Fig. 1: run 1, clock nets
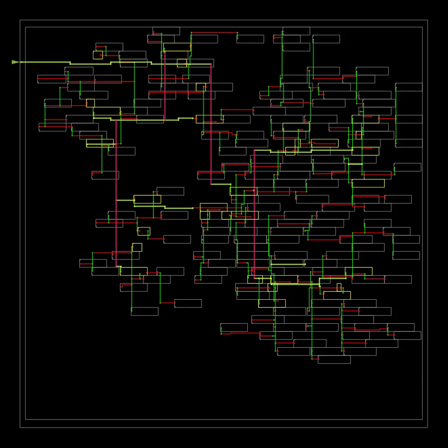
Fig. 2: run 1, register map, names as in the netlist
Drawn at 3 px/um.
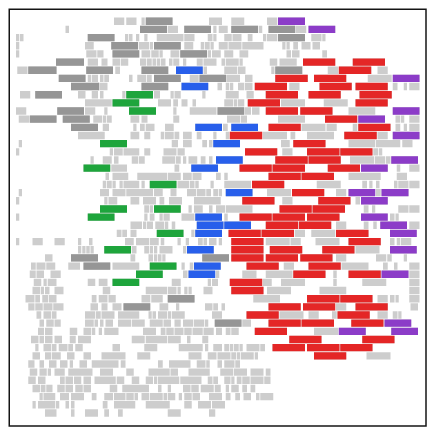
Fig. 3: run 1, placement density heat map
Drawn at 3 px/um. 14 x 14 tiles, from white (low) to dark blue (high), 0 to 100% covered.
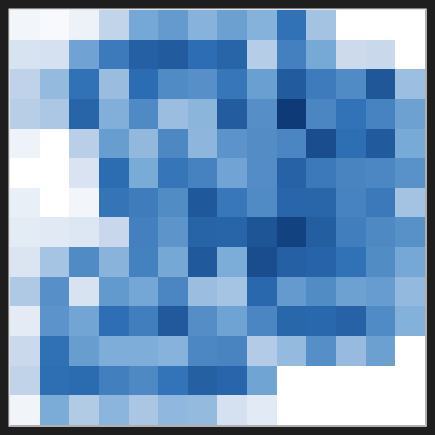
<file path="config.mk">
export PLATFORM = sky130hd
export DESIGN_NAME = cam_gray_pingpong_writer
export DESIGN_NICKNAME = d
export VERILOG_FILES = /design/src/rtl/cam_gray_pingpong_writer.sv
export SDC_FILE = /design/constraint.sdc
export NUM_CORES = 1
export LEC_CHECK = 0
export CORE_MARGIN = 1.5
export CORE_UTILIZATION = 45
export DETAILED_ROUTE_END_ITERATION = 10
export PLACE_DENSITY = 0.63
export SYNTH_ARGS = -nofsm -noshare
export SYNTH_HDL_FRONTEND = slang
export SYNTH_SLANG_ARGS = --single-unit
</file>
<file path="constraint.sdc">
create_clock -name clk -period 4.4 [get_ports clk]
set_clock_uncertainty 0.05 [all_clocks]
set_input_delay 1.32 -clock clk [delete_from_list [all_inputs] [get_ports clk]]
set_output_delay 1.32 -clock clk [all_outputs]
set_load 0.05 [all_outputs]
</file>
<file path="src/rtl/cam_gray_pingpong_writer.sv">
// -----------------------------------------------------------------------------
// cam_gray_pingpong_writer
//
// Camera front end for the SAD disparity path. The camera stream (frame valid,
// line valid, pixel clock, packed RGB) is sampled in the clk domain. Each pixel
// is reduced to one gray channel and written through a small FIFO to a frame
// buffer. Frames alternate between two banks so the SAD engine reads one bank
// while the other fills.
//
// Ports
//   clk, rst_n        system clock (rising edge), asynchronous active-low reset
//   cam_frame_valid   camera frame valid, asynchronous to clk
//   cam_line_valid    camera line valid, asynchronous to clk
//   cam_pixel_clk     camera pixel clock, sampled as data
//   cam_pixel_rgb     {R,G,B}, CH_WIDTH bits each, R in the MSBs
//   mode              gray mode: 00 mean, 01 luma, 10 max, 11 green
//   pixel_mean        gray write data (FIFO head)
//   buf_waddr         write address (FIFO head)
//   buf_wvalid        write request, high while the FIFO is not empty
//   buf_wready        buffer accepts the write
//   sad_done          pulse: SAD released the oldest full bank
//   frame_done        pulse: a frame has been completely written
//   done_bank         bank of the most recent frame_done
//   frame_drop        pulse: a frame was skipped because both banks are full
//   overflow          sticky per frame: a pixel was lost to a full FIFO
//   frame_err         sticky per frame: pixel count differed from H*V
// -----------------------------------------------------------------------------
module cam_gray_pingpong_writer #(
   parameter int unsigned CAMERA_HSIZE   = 32'd100,
   parameter int unsigned CAMERA_VSIZE   = 32'd100,
   parameter int unsigned CH_WIDTH       = 32'd4,
   parameter int unsigned BUF_ADDR_WIDTH = 32'd32,
   parameter int unsigned BANK_A_BASE    = 32'd0,
   parameter int unsigned BANK_B_BASE    = 32'd10000,
   parameter int unsigned FIFO_DEPTH     = 32'd4
) (
   input  logic                      clk,
   input  logic                      rst_n,
   input  logic                      cam_frame_valid,
   input  logic                      cam_line_valid,
   input  logic                      cam_pixel_clk,
   input  logic [3*CH_WIDTH-1:0]     cam_pixel_rgb,
   input  logic [1:0]                mode,
   output logic [CH_WIDTH-1:0]       pixel_mean,
   output logic [BUF_ADDR_WIDTH-1:0] buf_waddr,
   output logic                      buf_wvalid,
   input  logic                      buf_wready,
   input  logic                      sad_done,
   output logic                      frame_done,
   output logic                      done_bank,
   output logic                      frame_drop,
   output logic                      overflow,
   output logic                      frame_err
);

   localparam int unsigned PIX_W     = 3 * CH_WIDTH;
   localparam int unsigned FRAME_PIX = CAMERA_HSIZE * CAMERA_VSIZE;
   localparam int unsigned IDX_W     = $clog2(FRAME_PIX + 1);
   localparam int unsigned PTR_W     = (FIFO_DEPTH > 1) ? $clog2(FIFO_DEPTH) : 1;
   localparam int unsigned CNT_W     = PTR_W + 1;
   localparam int unsigned ENT_W     = CH_WIDTH + BUF_ADDR_WIDTH;

   localparam logic [IDX_W-1:0]          FRAME_PIX_C = IDX_W'(FRAME_PIX);
   localparam logic [IDX_W-1:0]          IDX_ZERO    = {IDX_W{1'b0}};
   localparam logic [IDX_W-1:0]          IDX_ONE     = IDX_W'(1);
   localparam logic [PTR_W-1:0]          PTR_ZERO    = {PTR_W{1'b0}};
   localparam logic [PTR_W-1:0]          PTR_ONE     = PTR_W'(1);
   localparam logic [CNT_W-1:0]          CNT_ZERO    = {CNT_W{1'b0}};
   localparam logic [CNT_W-1:0]          CNT_ONE     = CNT_W'(1);
   localparam logic [CNT_W-1:0]          DEPTH_C     = CNT_W'(FIFO_DEPTH);
   localparam logic [BUF_ADDR_WIDTH-1:0] BANK_A_C    = BUF_ADDR_WIDTH'(BANK_A_BASE);
   localparam logic [BUF_ADDR_WIDTH-1:0] BANK_B_C    = BUF_ADDR_WIDTH'(BANK_B_BASE);

   localparam logic [1:0] ST_WAIT_FRAME = 2'd0;
   localparam logic [1:0] ST_ACTIVE     = 2'd1;
   localparam logic [1:0] ST_DRAIN      = 2'd2;
   localparam logic [1:0] ST_HOLD       = 2'd3;

   // Reduce one {R,G,B} pixel to a single gray channel.
   function automatic logic [CH_WIDTH-1:0] gray_of(input logic [PIX_W-1:0] rgb,
                                                   input logic [1:0]       m);
      logic [CH_WIDTH-1:0] r, g, b, mx;
      logic [CH_WIDTH+1:0] sum3, quo;
      logic [CH_WIDTH+3:0] re, ge, be, lsum;
      logic [CH_WIDTH-1:0] res;
      r    = rgb[PIX_W-1 -: CH_WIDTH];
      g    = rgb[2*CH_WIDTH-1 -: CH_WIDTH];
      b    = rgb[CH_WIDTH-1:0];
      sum3 = {2'b00, r} + {2'b00, g} + {2'b00, b};
      quo  = sum3 / {{CH_WIDTH{1'b0}}, 2'b11};
      re   = {4'b0000, r};
      ge   = {4'b0000, g};
      be   = {4'b0000, b};
      // 5R + 9G + 2B built from shifts; the sum fits CH_WIDTH+4 bits.
      lsum = (re << 2) + re + (ge << 3) + ge + (be << 1);
      if (r >= g && r >= b) begin
         mx = r;
      end else if (g >= b) begin
         mx = g;
      end else begin
         mx = b;
      end
      case (m)
         2'b00:   res = quo[CH_WIDTH-1:0];
         2'b01:   res = lsum[CH_WIDTH+3:4];
         2'b10:   res = mx;
         2'b11:   res = g;
         default: res = g;
      endcase
      return res;
   endfunction

   logic                      fv_meta_r, fv_s, fv_d_r;
   logic                      lv_meta_r, lv_s;
   logic                      pc_meta_r, pc_s, pc_d_r;
   logic                      strobe_s, fv_rise_s, fv_fall_s;

   logic [1:0]                state_r;
   logic [1:0]                mode_r;
   logic [IDX_W-1:0]          idx_r;
   logic                      wbank_r;
   logic [1:0]                full_r;
   logic                      push_pend_r;
   logic [CH_WIDTH-1:0]       push_gray_r;
   logic [BUF_ADDR_WIDTH-1:0] push_addr_r;
   logic                      frame_done_r, done_bank_r, frame_drop_r;
   logic                      overflow_r, frame_err_r;

   logic [ENT_W-1:0]          mem_r [FIFO_DEPTH];
   logic [PTR_W-1:0]          wr_ptr_r, rd_ptr_r, rd_next_s;
   logic [CNT_W-1:0]          count_r, cnt_after_pop_s, count_next_s;
   logic [ENT_W-1:0]          head_r, head_next_s, push_entry_s;
   logic                      wvalid_r;
   logic                      pop_s, push_s, drop_s, full_s;

   logic [BUF_ADDR_WIDTH-1:0] bank_base_s;
   logic [1:0]                full_rel_s, full_mark_s;
   logic                      drain_done_s;

   // Two-flop synchronizers plus edge history. The frame-valid chain resets
   // high so a frame already in progress at reset release is not taken as a
   // rising edge; only a genuine low-to-high transition starts a frame.
   always_ff @(posedge clk or negedge rst_n) begin
      if (!rst_n) begin
         fv_meta_r <= 1'b1;
         fv_s      <= 1'b1;
         fv_d_r    <= 1'b1;
         lv_meta_r <= 1'b0;
         lv_s      <= 1'b0;
         pc_meta_r <= 1'b0;
         pc_s      <= 1'b0;
         pc_d_r    <= 1'b0;
      end else begin
         fv_meta_r <= cam_frame_valid;
         fv_s      <= fv_meta_r;
         fv_d_r    <= fv_s;
         lv_meta_r <= cam_line_valid;
         lv_s      <= lv_meta_r;
         pc_meta_r <= cam_pixel_clk;
         pc_s      <= pc_meta_r;
         pc_d_r    <= pc_s;
      end
   end

   assign strobe_s    = pc_s && !pc_d_r && fv_s && lv_s;
   assign fv_rise_s   = fv_s && !fv_d_r;
   assign fv_fall_s   = !fv_s && fv_d_r;
   assign bank_base_s = wbank_r ? BANK_B_C : BANK_A_C;

   // FIFO handshake decode and next head entry for the registered outputs.
   always_comb begin
      pop_s        = wvalid_r && buf_wready;
      full_s       = (count_r == DEPTH_C);
      push_s       = push_pend_r && (!full_s || pop_s);
      drop_s       = push_pend_r && full_s && !pop_s;
      push_entry_s = {push_gray_r, push_addr_r};
      rd_next_s    = pop_s ? (rd_ptr_r + PTR_ONE) : rd_ptr_r;
      cnt_after_pop_s = pop_s ? (count_r - CNT_ONE) : count_r;
      count_next_s    = push_s ? (cnt_after_pop_s + CNT_ONE) : cnt_after_pop_s;
      // If nothing older remains after the pop, the incoming entry becomes
      // the head; otherwise the head is the next stored entry.
      if (cnt_after_pop_s == CNT_ZERO) begin
         head_next_s = push_entry_s;
      end else begin
         head_next_s = mem_r[rd_next_s];
      end
   end

   // Bank flags: a release frees the oldest full bank before the finishing
   // frame marks its own bank. With both banks full, the oldest is the one the
   // writer points at, since the write bank toggles after every frame.
   always_comb begin
      drain_done_s = (state_r == ST_DRAIN) && (count_r == CNT_ZERO) && !push_pend_r;
      full_rel_s   = full_r;
      if (sad_done && (full_r != 2'b00)) begin
         if (full_r == 2'b11) begin
            full_rel_s[wbank_r] = 1'b0;
         end else begin
            full_rel_s = 2'b00;
         end
      end else begin
         full_rel_s = full_r;
      end
      full_mark_s = full_rel_s;
      if (drain_done_s) begin
         full_mark_s[wbank_r] = 1'b1;
      end else begin
         full_mark_s = full_rel_s;
      end
   end

   // Frame control: state, pixel index, gray stage, bank bookkeeping, flags.
   always_ff @(posedge clk or negedge rst_n) begin
      if (!rst_n) begin
         state_r      <= ST_WAIT_FRAME;
         mode_r       <= 2'b00;
         idx_r        <= IDX_ZERO;
         wbank_r      <= 1'b0;
         full_r       <= 2'b00;
         push_pend_r  <= 1'b0;
         push_gray_r  <= {CH_WIDTH{1'b0}};
         push_addr_r  <= {BUF_ADDR_WIDTH{1'b0}};
         frame_done_r <= 1'b0;
         done_bank_r  <= 1'b0;
         frame_drop_r <= 1'b0;
         overflow_r   <= 1'b0;
         frame_err_r  <= 1'b0;
      end else begin
         frame_done_r <= 1'b0;
         frame_drop_r <= 1'b0;
         push_pend_r  <= 1'b0;
         full_r       <= full_mark_s;
         if (drop_s) begin
            overflow_r <= 1'b1;
         end
         case (state_r)
            ST_WAIT_FRAME: begin
               if (fv_rise_s) begin
                  state_r     <= ST_ACTIVE;
                  idx_r       <= IDX_ZERO;
                  overflow_r  <= 1'b0;
                  frame_err_r <= 1'b0;
                  mode_r      <= mode;
               end
            end
            ST_ACTIVE: begin
               if (fv_fall_s) begin
                  state_r <= ST_DRAIN;
                  if (idx_r != FRAME_PIX_C) begin
                     frame_err_r <= 1'b1;
                  end
               end else if (strobe_s) begin
                  // idx advances even if the FIFO later drops the pixel,
                  // leaving an address gap rather than shifting the image.
                  if (idx_r < FRAME_PIX_C) begin
                     push_pend_r <= 1'b1;
                     push_gray_r <= gray_of(cam_pixel_rgb, mode_r);
                     push_addr_r <= bank_base_s
                                    + {{(BUF_ADDR_WIDTH-IDX_W){1'b0}}, idx_r};
                     idx_r       <= idx_r + IDX_ONE;
                  end else begin
                     frame_err_r <= 1'b1;
                  end
               end
            end
            ST_DRAIN: begin
               if (drain_done_s) begin
                  frame_done_r <= 1'b1;
                  done_bank_r  <= wbank_r;
                  wbank_r      <= !wbank_r;
                  state_r      <= full_mark_s[!wbank_r] ? ST_HOLD : ST_WAIT_FRAME;
               end
            end
            ST_HOLD: begin
               if (fv_rise_s) begin
                  frame_drop_r <= 1'b1;
               end
               if (!full_rel_s[wbank_r]) begin
                  state_r <= ST_WAIT_FRAME;
               end
            end
            default: begin
               state_r <= ST_WAIT_FRAME;
            end
         endcase
      end
   end

   // FIFO pointers, occupancy and the registered head presented to the buffer.
   always_ff @(posedge clk or negedge rst_n) begin
      if (!rst_n) begin
         wr_ptr_r <= PTR_ZERO;
         rd_ptr_r <= PTR_ZERO;
         count_r  <= CNT_ZERO;
         wvalid_r <= 1'b0;
         head_r   <= {ENT_W{1'b0}};
      end else begin
         if (push_s) begin
            wr_ptr_r <= wr_ptr_r + PTR_ONE;
         end
         rd_ptr_r <= rd_next_s;
         count_r  <= count_next_s;
         wvalid_r <= (count_next_s != CNT_ZERO);
         if (count_next_s != CNT_ZERO) begin
            head_r <= head_next_s;
         end
      end
   end

   // FIFO payload storage; validity is tracked by count_r, so no reset needed.
   always_ff @(posedge clk) begin
      if (push_s) begin
         mem_r[wr_ptr_r] <= push_entry_s;
      end
   end

   assign pixel_mean = head_r[ENT_W-1 -: CH_WIDTH];
   assign buf_waddr  = head_r[BUF_ADDR_WIDTH-1:0];
   assign buf_wvalid = wvalid_r;
   assign frame_done = frame_done_r;
   assign done_bank  = done_bank_r;
   assign frame_drop = frame_drop_r;
   assign overflow   = overflow_r;
   assign frame_err  = frame_err_r;

endmodule
</file>
==> flow_results.xml, run 1 <==
<?xml version="1.0" encoding="UTF-8"?>
<metrics>
  <group name="placed_design">
    <metric name="detailed_place.area" unit="um2">9170</metric>
    <metric name="globalplace.congestion" unit="">0.861</metric>
    <metric name="dp_hpwl" unit="mm">11.3</metric>
  </group>
  <group name="worst_setup_path">
    <metric name="arrival" unit="ns">4.52</metric>
    <metric name="worstSetupPathType" unit="">in -&gt; reg</metric>
    <metric name="critical_path_s_slowest_cell" unit="">sky130_fd_sc_hd__fa_1</metric>
    <metric name="timing.critical_path.slowest_cell_delay" unit="ns">0.51</metric>
    <metric name="worstPathRequired" unit="ns">4.66</metric>
    <metric name="timing.reg2reg.worst_path_depth" unit="">7</metric>
    <metric name="worst-path-max-fanout" unit="">6</metric>
    <metric name="cp_top_family" unit="">adder cells</metric>
    <metric name="reg2reg_to" unit="">idx_r[4]</metric>
    <metric name="critical_path.n_buffers_inverters" unit="">1</metric>
  </group>
  <group name="synth">
    <metric name="synth.yosys.chip_area" unit="um2">8250</metric>
    <metric name="numSynthFlops" unit="">157</metric>
    <metric name="ys_cells" unit="">679</metric>
    <metric name="netlist_instances" unit="">679</metric>
    <metric name="ys_sh_simple" unit="">0.101</metric>
    <metric name="syn_area" unit="um2">8250</metric>
    <metric name="yosys_warnings" unit="">0</metric>
    <metric name="edf_count" unit="">76</metric>
    <metric name="postSynth.topFlopCell" unit="">sky130_fd_sc_hd__dfrtp_1</metric>
    <metric name="post_synth_num_cell_types" unit="">76</metric>
  </group>
  <group name="final_timing">
    <metric name="max_freq" unit="GHz">0.234</metric>
    <metric name="slew_violations" unit="">0</metric>
    <metric name="worst_slew_margin_rel" unit="">0.279</metric>
    <metric name="worst_hold_slack" unit="ns">0.301</metric>
    <metric name="fin_setup_tns" unit="ns">0</metric>
  </group>
  <group name="pwr">
    <metric name="power.total" unit="uW">5910</metric>
  </group>
  <group name="finish">
    <metric name="sequential_cell_area" unit="um2">4310</metric>
    <metric name="multi_input_comb_area" unit="um2">3650</metric>
    <metric name="antenna-diode-count" unit="">0</metric>
    <metric name="final_nets" unit="">843</metric>
    <metric name="post-route-cell-area" unit="um2">9820</metric>
    <metric name="layout.filler_cells" unit="">1496</metric>
    <metric name="drive_above_1_share" unit="">0.191</metric>
  </group>
  <group name="detailed_routing">
    <metric name="route.vias.total" unit="">5373</metric>
    <metric name="wl_met3" unit="um">618</metric>
    <metric name="drt_wl_total" unit="mm">16.3</metric>
    <metric name="routedWlPerCell" unit="um">16.2</metric>
    <metric name="top_signal_layer_used" unit="">met4</metric>
  </group>
  <group name="hold_path">
    <metric name="min_delay_endpoint" unit="">pc_s</metric>
    <metric name="worstHoldPathType" unit="">reg -&gt; reg</metric>
    <metric name="hold_path.startpoint" unit="">pc_meta_r</metric>
    <metric name="holdPathStages" unit="">0</metric>
  </group>
  <group name="run_status">
    <metric name="outcome" unit="">finished, final reports clean</metric>
  </group>
  <group name="clock_network">
    <metric name="cts.root.buffer_cell" unit="">sky130_fd_sc_hd__clkbuf_16</metric>
    <metric name="postCtsHoldBufs" unit="">0</metric>
  </group>
  <group name="grt">
    <metric name="globalRoute.totalOverflow" unit="">0</metric>
  </group>
  <group name="floorplan">
    <metric name="die_h" unit="um">138</metric>
  </group>
</metrics>
Back to the opening pictures, Fig. 1:
number of buffers added by the clock tree synthesis step: 17
number of sinks driven by the clock tree: 157
clock buffer count: 19
clock distribution power: 1410 uW
layout sequential cell count: 157

Back to the opening pictures, Fig. 2:
legend:
  green:
    signal: idx_r
    sequential_cells: 14
  purple:
    signal: head_r
    sequential_cells: 19
  blue:
    signal: push_addr_r
    sequential_cells: 15
  red:
    signal: mem_r
    sequential_cells: 76

Back to the opening pictures, Fig. 3:
nearly empty tiles: 9.7%
fullest tile: 96%
tiles over 75% full: 17%
mean over tiles: 50%
floorplan core density: 0.459
final core utilization: 0.546
Floorplan Core Area: 18000 um2

[run 1: synth_stat cells, types with 3 or more instances]
cell and n:
sky130_fd_sc_hd__inv_1 33, sky130_fd_sc_hd__clkbuf_1 7, sky130_fd_sc_hd__a211o_1 4, sky130_fd_sc_hd__nand2_1 61
sky130_fd_sc_hd__a32o_1 4, sky130_fd_sc_hd__xor2_1 16, sky130_fd_sc_hd__o21ai_0 24, sky130_fd_sc_hd__mux2i_1 23
sky130_fd_sc_hd__nor2b_1 6, sky130_fd_sc_hd__and3b_1 3, sky130_fd_sc_hd__o21ai_1 4, sky130_fd_sc_hd__nor2_1 44
sky130_fd_sc_hd__nand4_1 4, sky130_fd_sc_hd__a31oi_1 8, sky130_fd_sc_hd__a21o_1 5, sky130_fd_sc_hd__dfrtp_1 78
sky130_fd_sc_hd__buf_4 21, sky130_fd_sc_hd__nor3_1 8, sky130_fd_sc_hd__o211ai_1 6, sky130_fd_sc_hd__nor3b_1 3
sky130_fd_sc_hd__buf_2 13, sky130_fd_sc_hd__xnor2_1 16, sky130_fd_sc_hd__buf_6 3, sky130_fd_sc_hd__nand2b_1 6
sky130_fd_sc_hd__fa_1 14, sky130_fd_sc_hd__dfstp_2 3, sky130_fd_sc_hd__mux4_2 19, sky130_fd_sc_hd__nand3_1 12
sky130_fd_sc_hd__a2111oi_2 4, sky130_fd_sc_hd__ha_1 41, sky130_fd_sc_hd__and2_1 7, sky130_fd_sc_hd__or3_1 5
sky130_fd_sc_hd__a21oi_1 41, sky130_fd_sc_hd__o22ai_1 3, sky130_fd_sc_hd__nand3b_1 5, sky130_fd_sc_hd__edfxtp_1 76
[run 1: sequential cells by signal, indices dropped and copies added (netlist names), 2 cells and up]
signal / flops
count_r: 3
push_addr_r: 15
mode_r: 2
head_r: 19
wr_ptr_r: 2
rd_ptr_r: 2
mem_r: 76
idx_r: 14
full_r: 2
push_gray_r: 4
state_r: 2
[run 1: power by group]
group          switching (uW)  internal (uW)  total [uW]
Sequential                232           1820        2050
Combinational            1380           1070        2440
Clock                     606            806        1410
Total                    2220           3690        5910
[run 1: how the worst max path moves through the flow]
stage,depth (start not counted),endpoint,from,slack (ns)
finish,14,push_gray_r[0],cam_pixel_rgb[1],0.13
global route,14,push_gray_r[0],cam_pixel_rgb[1],-0.02
CTS,16,push_gray_r[0],cam_pixel_rgb[0],0.0003
detailed placement,13,push_gray_r[0],cam_pixel_rgb[2],-0.64
global placement,13,push_gray_r[0],cam_pixel_rgb[2],-0.51
floorplan,14,push_gray_r[0],cam_pixel_rgb[1],-0.02
[run 1: per-layer routing]
| layer | vias up | global-route usage |
|---|---|---|
| met5 | - | 0 |
| met4 | 0 | 0.0515 |
| met3 | 13 | 0.0405 |
| met2 | 103 | 0.288 |
| met1 | 2643 | 0.253 |
| li1 | 2614 | - |
[run 1: layout make-up]
type | count | share of cell area
Timing Repair Buffer | 101 | 0.0885
Clock inverter | 13 | 0.0131
Inverter | 35 | 0.0134
Sequential cell | 157 | 0.439
Multi-Input combinational cell | 455 | 0.371
Tap cell | 229 | 0.0292
Clock buffer | 19 | 0.0451
## Run 2: what changed since run 1
- CTS_CLUSTER_SIZE: default -> 25
Fig. 4: run 2, register map, names as in the netlist
Drawn at 3 px/um.
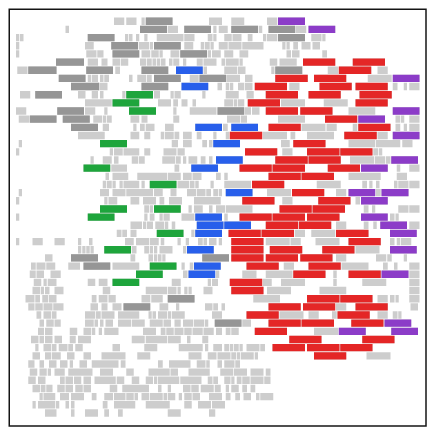
legend:
  red:
    signal: mem_r
    sequential_cells: 76
  purple:
    signal: head_r
    sequential_cells: 19
  green:
    signal: idx_r
    sequential_cells: 14
  blue:
    signal: push_addr_r
    sequential_cells: 15

Fig. 5: run 2, wiring by layer
Drawn at 3 px/um.
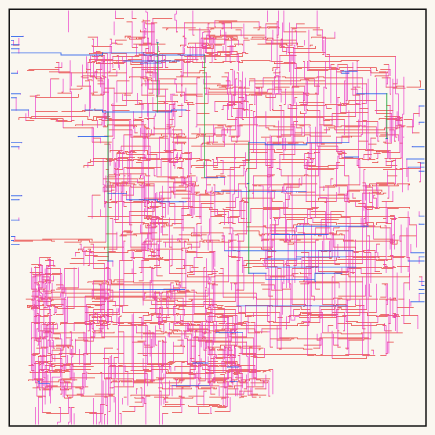
legend:
  blue:
    layer: M3
    wire_length: 619 um
  green:
    layer: M4
    wire_length: 172 um
  magenta:
    layer: M2
    wire_length: 7880 um
  red:
    layer: M1
    wire_length: 7680 um
overall routed net length: 16.3 mm
Total Routing Usage GR: 0.182
routed vias: 5373
detail-routed net length per standard cell: 16.2 um

Fig. 6: run 2, placement density heat map
Drawn at 3 px/um. 14 x 14 tiles, from white (low) to dark blue (high), 0 to 100% covered.
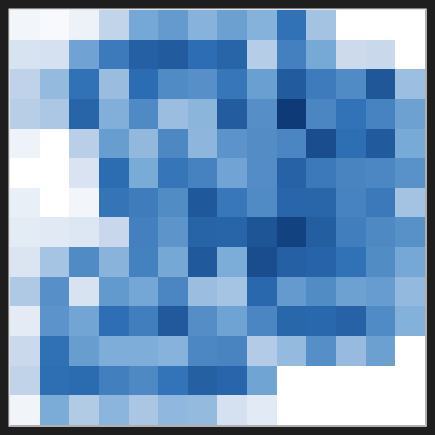
mean over tiles: 50%
fullest tile: 96%
nearly empty tiles: 9.7%
tiles over 75% full: 17%

==> flow_results.xml, run 2 <==
<?xml version="1.0" encoding="UTF-8"?>
<metrics>
  <group name="finish">
    <metric name="regMostFlops" unit="">mem_r</metric>
    <metric name="antenna-diode-count" unit="">0</metric>
    <metric name="drive_above_1_share" unit="">0.191</metric>
    <metric name="sequential_cell_area" unit="um2">4310</metric>
    <metric name="largest_register_ff_count" unit="">76</metric>
  </group>
  <group name="pwr">
    <metric name="power.switching_fraction" unit="">0.375</metric>
    <metric name="relative_contribution_of_sequential_cells_to_total_power" unit="">0.347</metric>
    <metric name="combPwrFrac" unit="">0.414</metric>
  </group>
  <group name="synth">
    <metric name="postSynth.topFlopCell" unit="">sky130_fd_sc_hd__dfrtp_1</metric>
    <metric name="edf_count" unit="">76</metric>
    <metric name="ys_cells" unit="">679</metric>
    <metric name="synth.yosys.chip_area" unit="um2">8250</metric>
    <metric name="post_synth_num_cell_types" unit="">76</metric>
    <metric name="netlist_instances" unit="">679</metric>
    <metric name="post-synth-top-count-cell" unit="">sky130_fd_sc_hd__dfrtp_1</metric>
  </group>
  <group name="worst_setup_path">
    <metric name="worstSetupPathType" unit="">in -&gt; reg</metric>
    <metric name="critPathLaunch" unit="">cam_pixel_rgb[1]</metric>
    <metric name="critical_path_s_slowest_cell" unit="">sky130_fd_sc_hd__fa_1</metric>
    <metric name="cp_top_family" unit="">adder cells</metric>
    <metric name="timing.critical_path.slowest_cell_delay" unit="ns">0.51</metric>
    <metric name="worst-path-max-fanout" unit="">6</metric>
    <metric name="timing.critical_path.depth" unit="">14</metric>
    <metric name="worstPathRequired" unit="ns">4.66</metric>
  </group>
  <group name="final_timing">
    <metric name="max_freq" unit="GHz">0.234</metric>
    <metric name="slew_violations" unit="">0</metric>
  </group>
  <group name="placed_design">
    <metric name="dp_hpwl" unit="mm">11.3</metric>
    <metric name="globalplace.congestion" unit="">0.861</metric>
  </group>
  <group name="floorplan">
    <metric name="die_h" unit="um">138</metric>
    <metric name="floorplan_core_area" unit="um2">18000</metric>
    <metric name="initCoreUtil" unit="">0.459</metric>
  </group>
  <group name="clock_network">
    <metric name="tritoncts.num_buffers" unit="">17</metric>
  </group>
  <group name="hold_path">
    <metric name="worstHoldPathType" unit="">reg -&gt; reg</metric>
  </group>
  <group name="run_status">
    <metric name="outcome" unit="">finished, final reports clean</metric>
  </group>
  <group name="grt">
    <metric name="grt_util_met2" unit="">0.288</metric>
    <metric name="globalRoute.busiestLayer" unit="">met2</metric>
  </group>
</metrics>
## run 2: worst min-delay path by stage
| stage | cells after the start | start | end |
|---|---|---|---|
| 6_report | 0 | pc_meta_r | pc_s |
| 5_1_grt | 0 | lv_meta_r | lv_s |
| 4_1_cts | 0 | lv_meta_r | lv_s |
| 3_5_place_dp | 0 | pc_meta_r | pc_s |
| 3_3_place_gp | 0 | pc_meta_r | pc_s |
| 2_1_floorplan | 0 | lv_meta_r | lv_s |
## run 2: layer usage
metal  share of wire  vias up
li1                -     2614
met3           0.038       13
met4           0.011        0
met1            0.47     2643
met2            0.48      103
met5               0        -
## run 2: power by group through the flow
stage | clock [uW] | sequential [uW] | combinational (uW)
2_1_floorplan | 0 | 2310 | 1460
3_3_place_gp | 0 | 2060 | 2360
3_5_place_dp | 0 | 2080 | 2410
4_1_cts | 1440 | 2050 | 2440
5_1_grt | 1510 | 2090 | 2670
6_report | 1410 | 2050 | 2440
## run 2: logic make-up (layout without fill, tap and decap cells)
family / after synthesis / count (layout) / synth area share
other cells: 1 / 17 / 0.000455
mux: 43 / 43 / 0.0811
xor+xnor: 32 / 32 / 0.0340
buf+inv: 83 / 168 / 0.0523
compound gates: 134 / 134 / 0.112
fa+ha+maj: 55 / 55 / 0.0962
simple gates: 174 / 174 / 0.101
flops: 157 / 157 / 0.523
## run 2: timing repair
action | CTS | global route
buffers inserted | 2 | 3
endpoints found under the setup margin | 3 | 2
pin swaps | 9 | 18
resized | 10 | 34
## run 2: metrics by stage
stage                util  setup TNS, ns  hold WS, ns  power [uW]  cell area [um2]
finish              0.546              0        0.301        5910             9820
CTS                 0.543              0        0.303        5930             9750
detailed placement  0.510          -2.15        0.286        4490             9170
floorplan               -        -0.0151        0.281        3780             8330
global placement    0.510          -1.78        0.283        4420             9170
global route        0.546        -0.0240        0.307        6270             9820
## run 2: cell type report
| class | count | area share |
|---|---|---|
| multi-input cells | 455 | 0.371 |
| well taps | 229 | 0.0292 |
| clock inverters | 13 | 0.0131 |
| repair buffers | 101 | 0.0885 |
| flip-flops and latches | 157 | 0.439 |
| clock buffers | 19 | 0.0451 |
| inverters | 35 | 0.0134 |
Power figures rest on the tool's default switching activity, not on a simulated workload.
